### config.mk
export PLATFORM = sky130hd
export DESIGN_NAME = irq_vec_ctrl
export DESIGN_NICKNAME = d
export VERILOG_FILES = /design/src/rtl/irq_vec_ctrl.sv
export SDC_FILE = /design/constraint.sdc
export NUM_CORES = 1
export LEC_CHECK = 0
export CORE_ASPECT_RATIO = 0.8
export CORE_MARGIN = 2
export CORE_UTILIZATION = 56
export CTS_CLUSTER_SIZE = 16
export DETAILED_ROUTE_END_ITERATION = 10
export GPL_ROUTABILITY_DRIVEN = 0
export HOLD_SLACK_MARGIN = 0.08
export PLACE_DENSITY = 0.84
export SYNTH_ARGS = -nofsm -noshare
export SYNTH_HDL_FRONTEND = slang
export SYNTH_SLANG_ARGS = --single-unit
### constraint.sdc
create_clock -name clk -period 5.09 [get_ports clk]
set_clock_uncertainty 0.1 [all_clocks]
set_input_delay 1.018 -clock clk [delete_from_list [all_inputs] [get_ports clk]]
set_output_delay 1.018 -clock clk [all_outputs]
set_load 0.05 [all_outputs]
### src/rtl/irq_vec_ctrl.sv
// Vectored interrupt controller: edge/level request latching, fixed-priority
// dispatch handshake, in-service tracking with EOI. Define IRQ_VEC_NEST_EN for nested preemption.
module irq_vec_ctrl #(
  parameter int IRQ_CH    = 8,
  parameter int ADDR_W    = 30,
  parameter int DATA_W    = 32,
  parameter int VEC_SHIFT = 2,
  parameter int CH_W      = 3
) (
  input  logic              clk,
  input  logic              reset,
  input  logic [IRQ_CH-1:0] irq,
  input  logic              creg_wr_en,
  input  logic [2:0]        creg_addr,
  input  logic [DATA_W-1:0] creg_wr_data,
  output logic [DATA_W-1:0] creg_rd_data,
  output logic              int_req,
  output logic [ADDR_W-1:0] int_vector,
  input  logic              int_ack,
  input  logic              exrt,
  output logic              int_active
);

  localparam logic [2:0] A_STATUS  = 3'd0;
  localparam logic [2:0] A_MASK    = 3'd1;
  localparam logic [2:0] A_MODE    = 3'd2;
  localparam logic [2:0] A_PENDING = 3'd3;
  localparam logic [2:0] A_INSVC   = 3'd4;
  localparam logic [2:0] A_VECBASE = 3'd5;
  localparam logic [2:0] A_EOI     = 3'd6;
  localparam logic [2:0] A_CAUSE   = 3'd7;

  localparam logic [0:0] ST_IDLE = 1'b0;
  localparam logic [0:0] ST_REQ  = 1'b1;

  logic              int_en_q, int_en_d;
  logic              pre_int_en_q, pre_int_en_d;
  logic [IRQ_CH-1:0] mask_q, mask_d;
  logic [IRQ_CH-1:0] mode_q, mode_d;
  logic [IRQ_CH-1:0] latch_q, latch_d;
  logic [IRQ_CH-1:0] in_service_q, in_service_d;
  logic [IRQ_CH-1:0] irq_d_q;
  logic [ADDR_W-1:0] vec_base_q, vec_base_d;
  logic              cause_vld_q, cause_vld_d;
  logic [CH_W-1:0]   cause_ch_q, cause_ch_d;
  logic [0:0]        state_q, state_d;
  logic              int_req_q, int_req_d;
  logic [ADDR_W-1:0] int_vector_q, int_vector_d;
  logic [CH_W-1:0]   int_ch_q, int_ch_d;

  function automatic logic [CH_W-1:0] lowest_idx(input logic [IRQ_CH-1:0] v);
    lowest_idx = '0;
    for (int i = IRQ_CH - 1; i >= 0; i--) begin
      if (v[i]) lowest_idx = CH_W'(i);
    end
  endfunction

  function automatic logic [ADDR_W-1:0] vec_addr(input logic [ADDR_W-1:0] base,
                                                 input logic [CH_W-1:0]   ch);
    vec_addr = base + (ADDR_W'(ch) << VEC_SHIFT);
  endfunction

  logic              wr_status, wr_mask, wr_mode, wr_pend, wr_vbase, wr_eoi;
  logic [IRQ_CH-1:0] wr_bits;
  logic [IRQ_CH-1:0] irq_rise;
  logic [IRQ_CH-1:0] pending;
  logic [IRQ_CH-1:0] is_lowest;
  logic [IRQ_CH-1:0] nest_allow;
  logic [IRQ_CH-1:0] cand;
  logic              cand_any;
  logic [CH_W-1:0]   win_ch;
  logic              ack_fire;
  logic [IRQ_CH-1:0] ack_bit;
  logic [8:0]        cause_word;
  logic              unused_wr_bits;

  assign wr_status = creg_wr_en && (creg_addr == A_STATUS);
  assign wr_mask   = creg_wr_en && (creg_addr == A_MASK);
  assign wr_mode   = creg_wr_en && (creg_addr == A_MODE);
  assign wr_pend   = creg_wr_en && (creg_addr == A_PENDING);
  assign wr_vbase  = creg_wr_en && (creg_addr == A_VECBASE);
  assign wr_eoi    = creg_wr_en && (creg_addr == A_EOI);
  assign wr_bits   = creg_wr_data[IRQ_CH-1:0];
  assign unused_wr_bits = ^creg_wr_data;

  assign irq_rise = irq & ~irq_d_q;
  assign pending  = (mode_q & latch_q) | (~mode_q & irq);

  // Isolated lowest in-service bit; subtracting one yields every strictly lower index
  // (all ones when nothing is in service).
  assign is_lowest = in_service_q & (~in_service_q + IRQ_CH'(1));

`ifdef IRQ_VEC_NEST_EN
  assign nest_allow = is_lowest - IRQ_CH'(1);
`else
  assign nest_allow = (in_service_q == '0) ? '1 : '0;
`endif

  assign cand     = pending & ~mask_q & nest_allow & {IRQ_CH{int_en_q}};
  assign cand_any = |cand;
  assign win_ch   = lowest_idx(cand);

  // Acknowledge always refers to the channel currently presented on int_vector.
  assign ack_fire = (state_q == ST_REQ) && int_ack;
  assign ack_bit  = ack_fire ? (IRQ_CH'(1) << int_ch_q) : '0;

  always_comb begin
    int_en_d     = int_en_q;
    pre_int_en_d = pre_int_en_q;
    mask_d       = wr_mask  ? wr_bits : mask_q;
    mode_d       = wr_mode  ? wr_bits : mode_q;
    vec_base_d   = wr_vbase ? creg_wr_data[ADDR_W-1:0] : vec_base_q;
    latch_d      = (latch_q & ~(wr_pend ? wr_bits : '0) & ~ack_bit) | irq_rise;
    in_service_d = (in_service_q & ~(wr_eoi ? is_lowest : '0)) | ack_bit;
    cause_vld_d  = cause_vld_q;
    cause_ch_d   = cause_ch_q;

    if (ack_fire) begin
      pre_int_en_d = int_en_q;
      int_en_d     = 1'b0;
      cause_vld_d  = 1'b1;
      cause_ch_d   = int_ch_q;
    end else if (wr_status) begin
      int_en_d     = creg_wr_data[0];
      pre_int_en_d = creg_wr_data[1];
    end else if (exrt) begin
      int_en_d     = pre_int_en_q;
    end
  end

  always_comb begin
    state_d      = state_q;
    int_req_d    = int_req_q;
    int_vector_d = int_vector_q;
    int_ch_d     = int_ch_q;
    case (state_q)
      ST_IDLE: begin
        if (cand_any) begin
          state_d      = ST_REQ;
          int_req_d    = 1'b1;
          int_vector_d = vec_addr(vec_base_q, win_ch);
          int_ch_d     = win_ch;
        end
      end
      default: begin
        if (ack_fire || !cand_any) begin
          state_d   = ST_IDLE;
          int_req_d = 1'b0;
        end else begin
          int_vector_d = vec_addr(vec_base_q, win_ch);
          int_ch_d     = win_ch;
        end
      end
    endcase
  end

  always_ff @(posedge clk or negedge reset) begin
    if (!reset) begin
      int_en_q     <= 1'b0;
      pre_int_en_q <= 1'b0;
      mask_q       <= '1;
      mode_q       <= '0;
      latch_q      <= '0;
      in_service_q <= '0;
      irq_d_q      <= '0;
      vec_base_q   <= '0;
      cause_vld_q  <= 1'b0;
      cause_ch_q   <= '0;
      state_q      <= ST_IDLE;
      int_req_q    <= 1'b0;
      int_vector_q <= '0;
      int_ch_q     <= '0;
    end else begin
      int_en_q     <= int_en_d;
      pre_int_en_q <= pre_int_en_d;
      mask_q       <= mask_d;
      mode_q       <= mode_d;
      latch_q      <= latch_d;
      in_service_q <= in_service_d;
      irq_d_q      <= irq;
      vec_base_q   <= vec_base_d;
      cause_vld_q  <= cause_vld_d;
      cause_ch_q   <= cause_ch_d;
      state_q      <= state_d;
      int_req_q    <= int_req_d;
      int_vector_q <= int_vector_d;
      int_ch_q     <= int_ch_d;
    end
  end

  always_comb begin
    cause_word             = '0;
    cause_word[8]          = cause_vld_q;
    cause_word[CH_W-1:0]   = cause_ch_q;
  end

  always_comb begin
    creg_rd_data = '0;
    case (creg_addr)
      A_STATUS:  creg_rd_data = DATA_W'({pre_int_en_q, int_en_q});
      A_MASK:    creg_rd_data = DATA_W'(mask_q);
      A_MODE:    creg_rd_data = DATA_W'(mode_q);
      A_PENDING: creg_rd_data = DATA_W'(pending);
      A_INSVC:   creg_rd_data = DATA_W'(in_service_q);
      A_VECBASE: creg_rd_data = DATA_W'(vec_base_q);
      A_EOI:     creg_rd_data = '0;
      A_CAUSE:   creg_rd_data = DATA_W'(cause_word);
      default:   creg_rd_data = '0;
    endcase
  end

  assign int_req    = int_req_q;
  assign int_vector = int_vector_q;
  assign int_active = |in_service_q;

endmodule

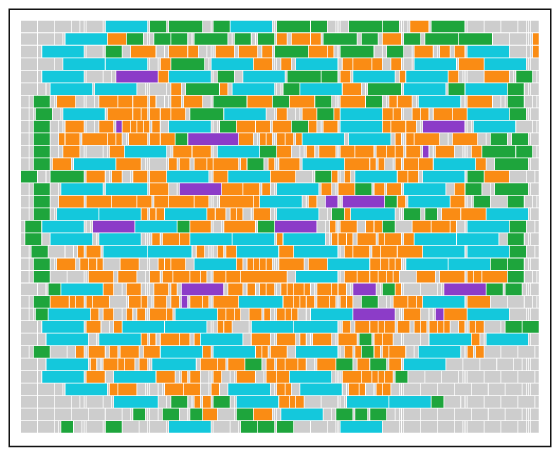
**Above:** run 1 (cell classes on the final placement).
Fill, decap, tap and diode cells in gray.
all other logic: drawn in orange, cells 391. other buffers and delay cells: drawn in green, cells 118. clock drivers and dummy loads: drawn in purple, cells 16. flip-flops: drawn in cyan, cells 111.

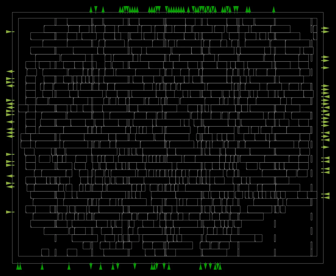
**Above:** run 1 (placement view).
row count: 33
Final Util: 0.738
register share of the cell area: 0.374
flip-flops: 111
n_taps: 140

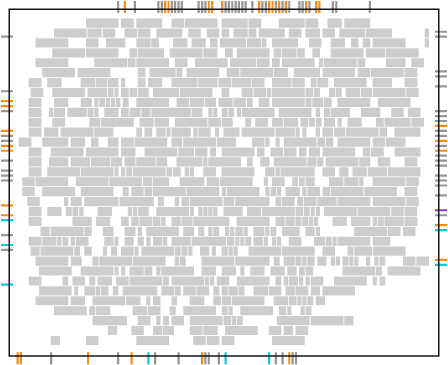
**Above:** run 1 (ports around the boundary).
Pins as bars across the die edge, other pins in gray.
`irq`: drawn in cyan, pins 8, direction input, edge 3 bottom, 3 left, 2 right. `creg_wr_en`: drawn in purple, pins 1, direction input, edge right. `creg_wr_data`: drawn in orange, pins 32, direction input, edge 14 top, 7 left, 6 bottom, 5 right.

==> run 1: logic make-up after synthesis <==
| logic type | synth area share |
|---|---|
| fa+ha+maj | 0.00999 |
| buf+inv | 0.0358 |
| other cells | 0.000651 |
| mux | 0.198 |
| flops | 0.484 |
| xor+xnor | 0.0395 |
| simple gates | 0.133 |
| compound gates | 0.0986 |
==> run 1: worst max-delay path by stage <==
stage	endpoint	cells after the start	slack, ps
floorplan	creg_rd_data[4]	5	1180
global placement	int_vector[28]	13	420
detailed placement	int_vector[28]	13	280
CTS	int_vector[28]	13	610
global route	int_vector[28]	13	420
finish	creg_rd_data[1]	7	550
==> run 1: power by group <==
group | internal, mW | total, mW | switching [mW]
Combinational | 0.918 | 2.06 | 1.14
Sequential | 1.18 | 1.44 | 0.266
Clock | 0.395 | 0.702 | 0.307
==> run 1: final cells by class <==
class | instances | area (sq um) | area share
clock buffer | 13 | 250 | 0.0335
clock inverter | 3 | 42.5 | 0.00570
inverter | 26 | 97.6 | 0.0131
multi-input combinational | 365 | 2770 | 0.371
sequential | 111 | 2790 | 0.374
tap | 140 | 175 | 0.0235
timing repair buffer | 118 | 1340 | 0.179
==> run 1: state kept, by name (all words and copies together), names as in the netlist, 3 cells and up <==
register	flops
int_vector	30
vec_base_q	30
in_service_q	8
irq_d_q	8
latch_q	8
mask_q	8
mode_q	8
cause_ch_q	3
int_ch_q	3
==> run 1: worst register-to-register path: cells and delay by family (launching register included) <==
family / cells / cell delay (ps)
AND/OR/NAND/NOR: 4 / 1260
AND-OR/OR-AND: 2 / 800
adder cells (fa/ha/maj): 2 / 600
flip-flops: 1 / 450
multiplexers: 1 / 270
XOR/XNOR: 1 / 120
buffers and inverters: 1 / 70
==> job_summary.md, run 1 <==
## PnR job results

| Metric | Value |
|---|---|
| Insertion delay at the late pin of the worst-skew pair | `350 ps` |
| Commonest flop | `dfrtp_1` |
| Startpoint types | `input pin` |
| Crit-path cells | `clkdlybuf4s50_1, inv_1, nand3_1, a21oi_1, o31ai_1, a21oi_1, clkdlybuf4s50_1` |
| Dominant cell area share | `0.448` |
| Critical Path End Type | `output port` |
| Ys Warns | `0` |
| Outcome | `finished clean` |
| Top cells excl fill/tap | `dfrtp_1 (103), clkdlybuf4s50_1 (81), mux2_2 (49), nand2_1 (45), nor2_1 (30)` |
| PD cells | `564 nW/um^2` |
| Fin. Hold Viols | `0` |
| Routed Antenna Nets | `0` |
| Post-DP HPWL | `10.5 mm` |
| Postcts setup bufs | `0` |
| Tcrit/Tclk final | `0.891` |
| Mean area per synthesized cell | `11.1 sq um` |
| Synth Register Bits | `111` |
| I/O pins | `112` |
| Setup crit start | `creg_addr[2]` |
| Setup slack at placement | `275 ps` |
| Max incr delay on CP | `850 ps` |
| Critical path class | `input pin to output port` |
| Post-synth seq share | `0.484` |
| Synth top area cells | `dfrtp_1 (45%), mux2_2 (9.6%), mux2_4 (6.8%), dfstp_2 (3.6%), mux2i_1 (3.0%)` |
| Worst-Margin Slew | `939 ps` |
| Busiest layer in global routing | `met2` |
==> run 2: changes to the inputs <==
--- a/config.mk
+++ b/config.mk
@@ -5,8 +5,8 @@
 export SDC_FILE = /design/constraint.sdc
 export NUM_CORES = 1
 export LEC_CHECK = 0
+export ABC_AREA = 0
 export CORE_ASPECT_RATIO = 0.8
-export CORE_MARGIN = 2
 export CORE_UTILIZATION = 56
 export CTS_CLUSTER_SIZE = 16
 export DETAILED_ROUTE_END_ITERATION = 10
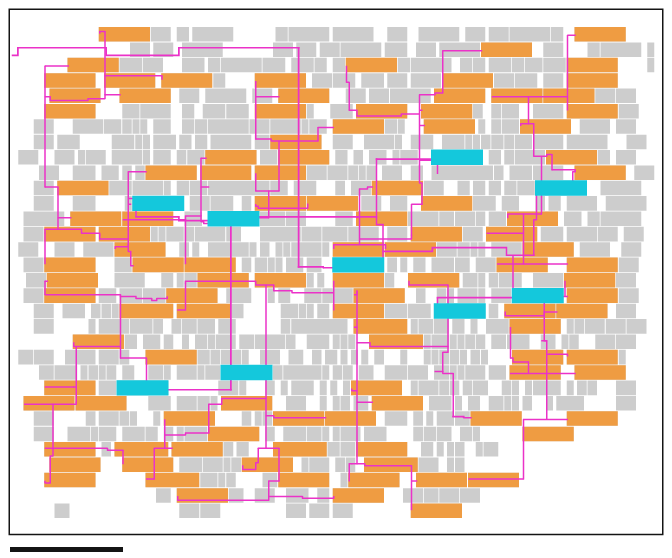
**Above:** run 2 (clock distribution).
Scale bar: 20 microns.
clock wires: drawn in magenta, length 1,240 microns. cells driving clock nets: drawn in cyan, count 9. flip-flops: drawn in orange, count 111.
There are 10 routed clock nets.

==> run 2 against run 1 <==
  * Synthesized cell count stayed put
  * Largest cell class unchanged
  * Combinational power about the same
  * Sequential power about the same
==> job_summary.md, run 2 <==
## PnR job results

| Metric | Value |
|---|---|
| Post-DP HPWL | `10.3 mm (-1.4%)` |
| Startpoint types | `input pin` |
| Antenna Cells | `0` |
| Peak supply drop | `0.425 mV` |
| Dominant cell area share | `0.448 (unchanged)` |
| Synth top area cells | `dfrtp_1 (45%), mux2_2 (9.6%), mux2_4 (6.8%), dfstp_2 (3.6%), mux2i_1 (3.0%)` |
| PD cells | `566 nW/um^2 (+0.46%)` |
| Layout Area Growth over Synthesis | `29.7%` |
| Crit path to | `int_vector[28]` |
| Largest net degree at the start of global routing | `71` |
| Tcrit/Tclk final | `0.878 (-0.0128)` |
| Setup crit start | `irq[5]` |
| Number of global-route vias before repair | `4,512` |
| Commonest flop | `dfrtp_1` |
| Crit-path cells | `clkdlybuf4s50_1, mux2i_1, or2_2, a211oi_1, o221a_2, ha_1, inv_1, fa_1, nand2b_1, a2111o_1, nor4_1, xor2_1, mux2_4` |
| Stages on the worst setup path | `13 (+6)` |
| Critical path class | `input pin to register` |
| Synth Register Bits | `111 (unchanged)` |
| Max incr delay on CP | `570 ps (-280 ps)` |
| Postcts setup bufs | `0 (unchanged)` |
| Setup slack at placement | `362 ps (+86.1 ps)` |
| Top cell excl fill/tap | `dfrtp_1` |
| Worst-Margin Slew | `911 ps (-27.9 ps)` |
| Routed Antenna Nets | `0 (unchanged)` |
| FF-to-FF Start | `mode_q[6]` |
| I/O pins | `112 (unchanged)` |
| Top cells excl fill/tap | `dfrtp_1 (103), clkdlybuf4s50_1 (81), mux2_2 (49), nand2_1 (45), nor2_1 (30)` |
| Outcome | `finished clean` |
| Clk sink count | `111` |
| Ys Warns | `0 (unchanged)` |
| Mean area per synthesized cell | `11.1 sq um (unchanged)` |
| Insertion delay at the late pin of the worst-skew pair | `350 ps (about the same)` |
| Nets | `682` |
| Critical Path End Type | `register` |
| 1st-pass router iterations | `5` |
| Die area | `10,700 sq um` |
| DRC | `0` |
| Post-synth seq share | `0.484 (unchanged)` |
| Fin. Hold Viols | `0 (unchanged)` |
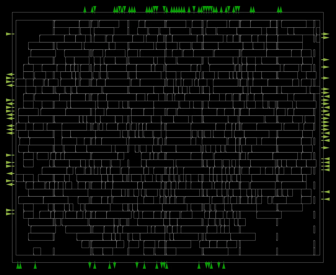
**Above:** run 2 (placement view).
row count: 32
register share of the cell area: 0.373
Core ar.: 9810 sq um
FILL cells: 614
n_taps: 136

==> run 2: cell counts after synthesis <==
Identical to the previous run, type by type.
==> run 2: power by group <==
part	switching (mW)	internal, mW	total, mW
Clock	0.315	0.430	0.745
Combinational	1.13	0.910	2.04
Sequential	0.263	1.18	1.44
==> run 2: area by class of cell <==
| type | instances | area (sq um) | share of cell area |
|---|---|---|---|
| Inverter | 26 | 97.6 | 0.0131 |
| Clock buffer | 10 | 229 | 0.0307 |
| Sequential cell | 111 | 2790 | 0.373 |
| Tap cell | 136 | 170 | 0.0228 |
| Timing Repair Buffer | 117 | 1330 | 0.178 |
| Clock inverter | 6 | 85.1 | 0.0114 |
| Multi-Input combinational cell | 365 | 2770 | 0.371 |
==> run 2: routing by layer <==
layer	vias to the layer above	global-route usage	share of wire
li1	2039	-	-
met3	29	0.0602	0.071
met4	0	0.0898	0.017
met5	-	0	0
met2	215	0.445	0.47
met1	2191	0.419	0.44
==> run 2: worst min path at each step <==
stage               cells past startpoint         end
floorplan                               1  latch_q[0]
global placement                        1  latch_q[5]
detailed placement                      1  latch_q[7]
CTS                                     1  latch_q[2]
global route                            1  latch_q[2]
finish                                  1  latch_q[0]
==> run 2: logic make-up (layout without fill, tap and decap cells) <==
group                      after synthesis  after routing  share of synthesized area
AOI/OAI and AO/OA                       82             82                     0.0986
and+or+nand+nor                        157            157                      0.133
adders and majority gates                4              4                    0.00999
muxes                                   94             94                      0.198
buffers and inverters                   46            159                     0.0358
other                                    1              2                   0.000651
xor gates and xnor gates                26             26                     0.0395
DFF                                    111            111                      0.484
==> run 2: per-stage QoR <==
step           std cells   util  hold WS [ps]
6_report             771  0.761           326
4_1_cts              771  0.761           332
2_1_floorplan        522      -           300
5_1_grt              771  0.761           341
3_3_place_gp         755  0.729           307
3_5_place_dp         755  0.729           323
==> run 3: changes to the inputs <==
--- a/config.mk
+++ b/config.mk
@@ -7,11 +7,13 @@
 export LEC_CHECK = 0
 export ABC_AREA = 0
 export CORE_ASPECT_RATIO = 0.8
+export CORE_MARGIN = 10
 export CORE_UTILIZATION = 56
 export CTS_CLUSTER_SIZE = 16
 export DETAILED_ROUTE_END_ITERATION = 10
 export GPL_ROUTABILITY_DRIVEN = 0
 export HOLD_SLACK_MARGIN = 0.08
+export MAX_ROUTING_LAYER = met4
 export PLACE_DENSITY = 0.84
 export SYNTH_ARGS = -nofsm -noshare
 export SYNTH_HDL_FRONTEND = slang
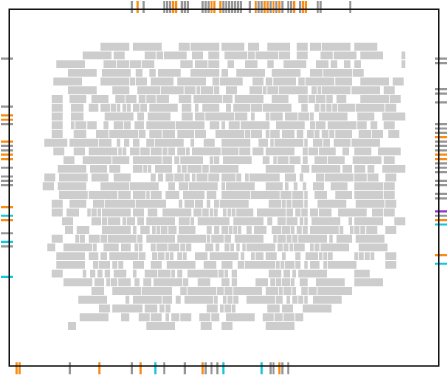
**Above:** run 3 (ports around the boundary).
Pins as bars across the die edge, other pins in gray.
`creg_wr_en`: drawn in purple, pins 1, direction input, edge right. `irq`: drawn in cyan, pins 8, direction input, edge 3 bottom, 3 left, 2 right. `creg_wr_data`: drawn in orange, pins 32, direction input, edge 14 top, 7 left, 6 bottom, 5 right.
All pins by edge: 44 top, 27 right, 21 left, 20 bottom.

==> run 3 against run 2 <==
  * Worst setup slack improved by 29 ps
  * Clock power fell by 6.0%
  * Largest power group unchanged
  * Via count rose by 1.3%
==> job_summary.md, run 3 <==
## PnR job results

| Metric | Value |
|---|---|
| I/O pins | `112 (unchanged)` |
| Postcts setup bufs | `0 (unchanged)` |
| FF-to-FF Start | `in_service_q[0]` |
| DRC | `0 (unchanged)` |
| Synth Register Bits | `111 (unchanged)` |
| FILL cells | `722 (+18%)` |
| Final hold slack | `331 ps (+4.98 ps)` |
| 1st-pass router iterations | `6 (+1)` |
| Peak supply drop | `0.377 mV (-11%)` |
| Startpoint types | `input pin` |
| Nets | `680 (-0.29%)` |
| Outcome | `finished clean` |
| Largest net degree at the start of global routing | `82 (+15%)` |
| Dominant cell area share | `0.448 (unchanged)` |
| Core ar. | `10,200 sq um (+3.5%)` |
| Mean area per synthesized cell | `11.1 sq um (unchanged)` |
| Commonest flop | `dfrtp_1` |
| Post-DP HPWL | `11.4 mm (+11%)` |
| Ys Warns | `0 (unchanged)` |
| Post-synth seq share | `0.484 (unchanged)` |
| Hold Crit Depth | `1 (unchanged)` |
| Top cells excl fill/tap | `dfrtp_1 (103), clkdlybuf4s50_1 (79), mux2_2 (49), nand2_1 (45), nor2_1 (30)` |
| Top cell excl fill/tap | `dfrtp_1` |
| Max incr delay on CP | `840 ps (+270 ps)` |
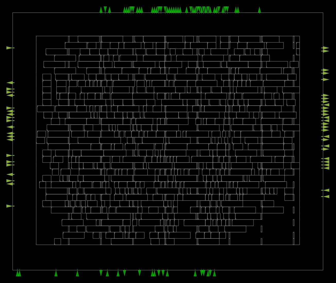
**Above:** run 3 (placement view).
n_taps: 140
Layout Cells excl Fill: 773
Final Util: 0.732
row count: 33

[run 3: worst max-delay path by stage]
stage	startpoint	slack (ps)	depth (start not counted)	to
after floorplan	creg_addr[0]	1180	5	creg_rd_data[4]
after global placement	irq[5]	410	13	int_vector[28]
after detailed placement	irq[5]	380	13	int_vector[28]
after CTS	creg_addr[2]	670	7	creg_rd_data[1]
after global routing	creg_addr[2]	500	7	creg_rd_data[1]
final	creg_addr[2]	650	7	creg_rd_data[1]
[run 3: cells by family after synthesis]
kind of cell               synth area share
muxes                                 0.198
other                              0.000651
and+or+nand+nor                       0.133
AOI/OAI and AO/OA                    0.0986
buffers and inverters                0.0358
adders and majority gates           0.00999
DFF                                   0.484
xor gates and xnor gates             0.0395
[run 3: area by class of cell]
type,count,area [sq um],share of cell area
Sequential cell,111,2790,0.375
Multi-Input combinational cell,365,2770,0.373
Timing Repair Buffer,115,1310,0.176
Clock buffer,12,246,0.0332
Tap cell,140,175,0.0236
Inverter,26,97.6,0.0131
Clock inverter,4,45.0,0.00606
[run 3: where the power goes]
part	leakage (nW)	internal, mW	switching (mW)
clock network	0.146	0.393	0.307
registers	1.31	1.18	0.262
logic	1.73	0.909	1.15
total	3.19	2.48	1.72
[run 3: per-layer routing]
layer,GRT usage,part of all wire
met1,0.275,0.42
met3,0.0503,0.076
met5,-,0
met2,0.336,0.49
met4,0.0710,0.018
[run 3: critical path: cells and delay by family]
family	cells	cell delay, ps
compound gates	3	450
simple gates	1	100
buf+inv	3	1740
[run 3: stage by stage]
step                instances  cell area [sq um]  utilization  worst slack [ps]
finish                    773               7430        0.732               648
global route              773               7430        0.732               502
CTS                       773               7430        0.732               667
detailed placement        757               7140        0.703               381
global placement          757               7140        0.703               414
floorplan                 522               5760            -              1180

==> gallery <==
Wiring by layer.
panel A
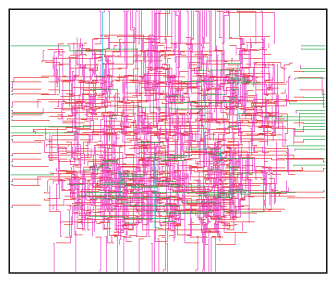
panel B
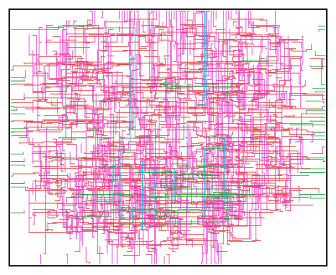
- run 1 = panel B
- run 3 = panel A

Key to panel B:
met3: drawn in green, wire length 1,080 microns. met2: drawn in magenta, wire length 6,930 microns. met4: drawn in cyan, wire length 419 microns. met1: drawn in red, wire length 6,250 microns.

Power is estimated from default activity; no workload was simulated.
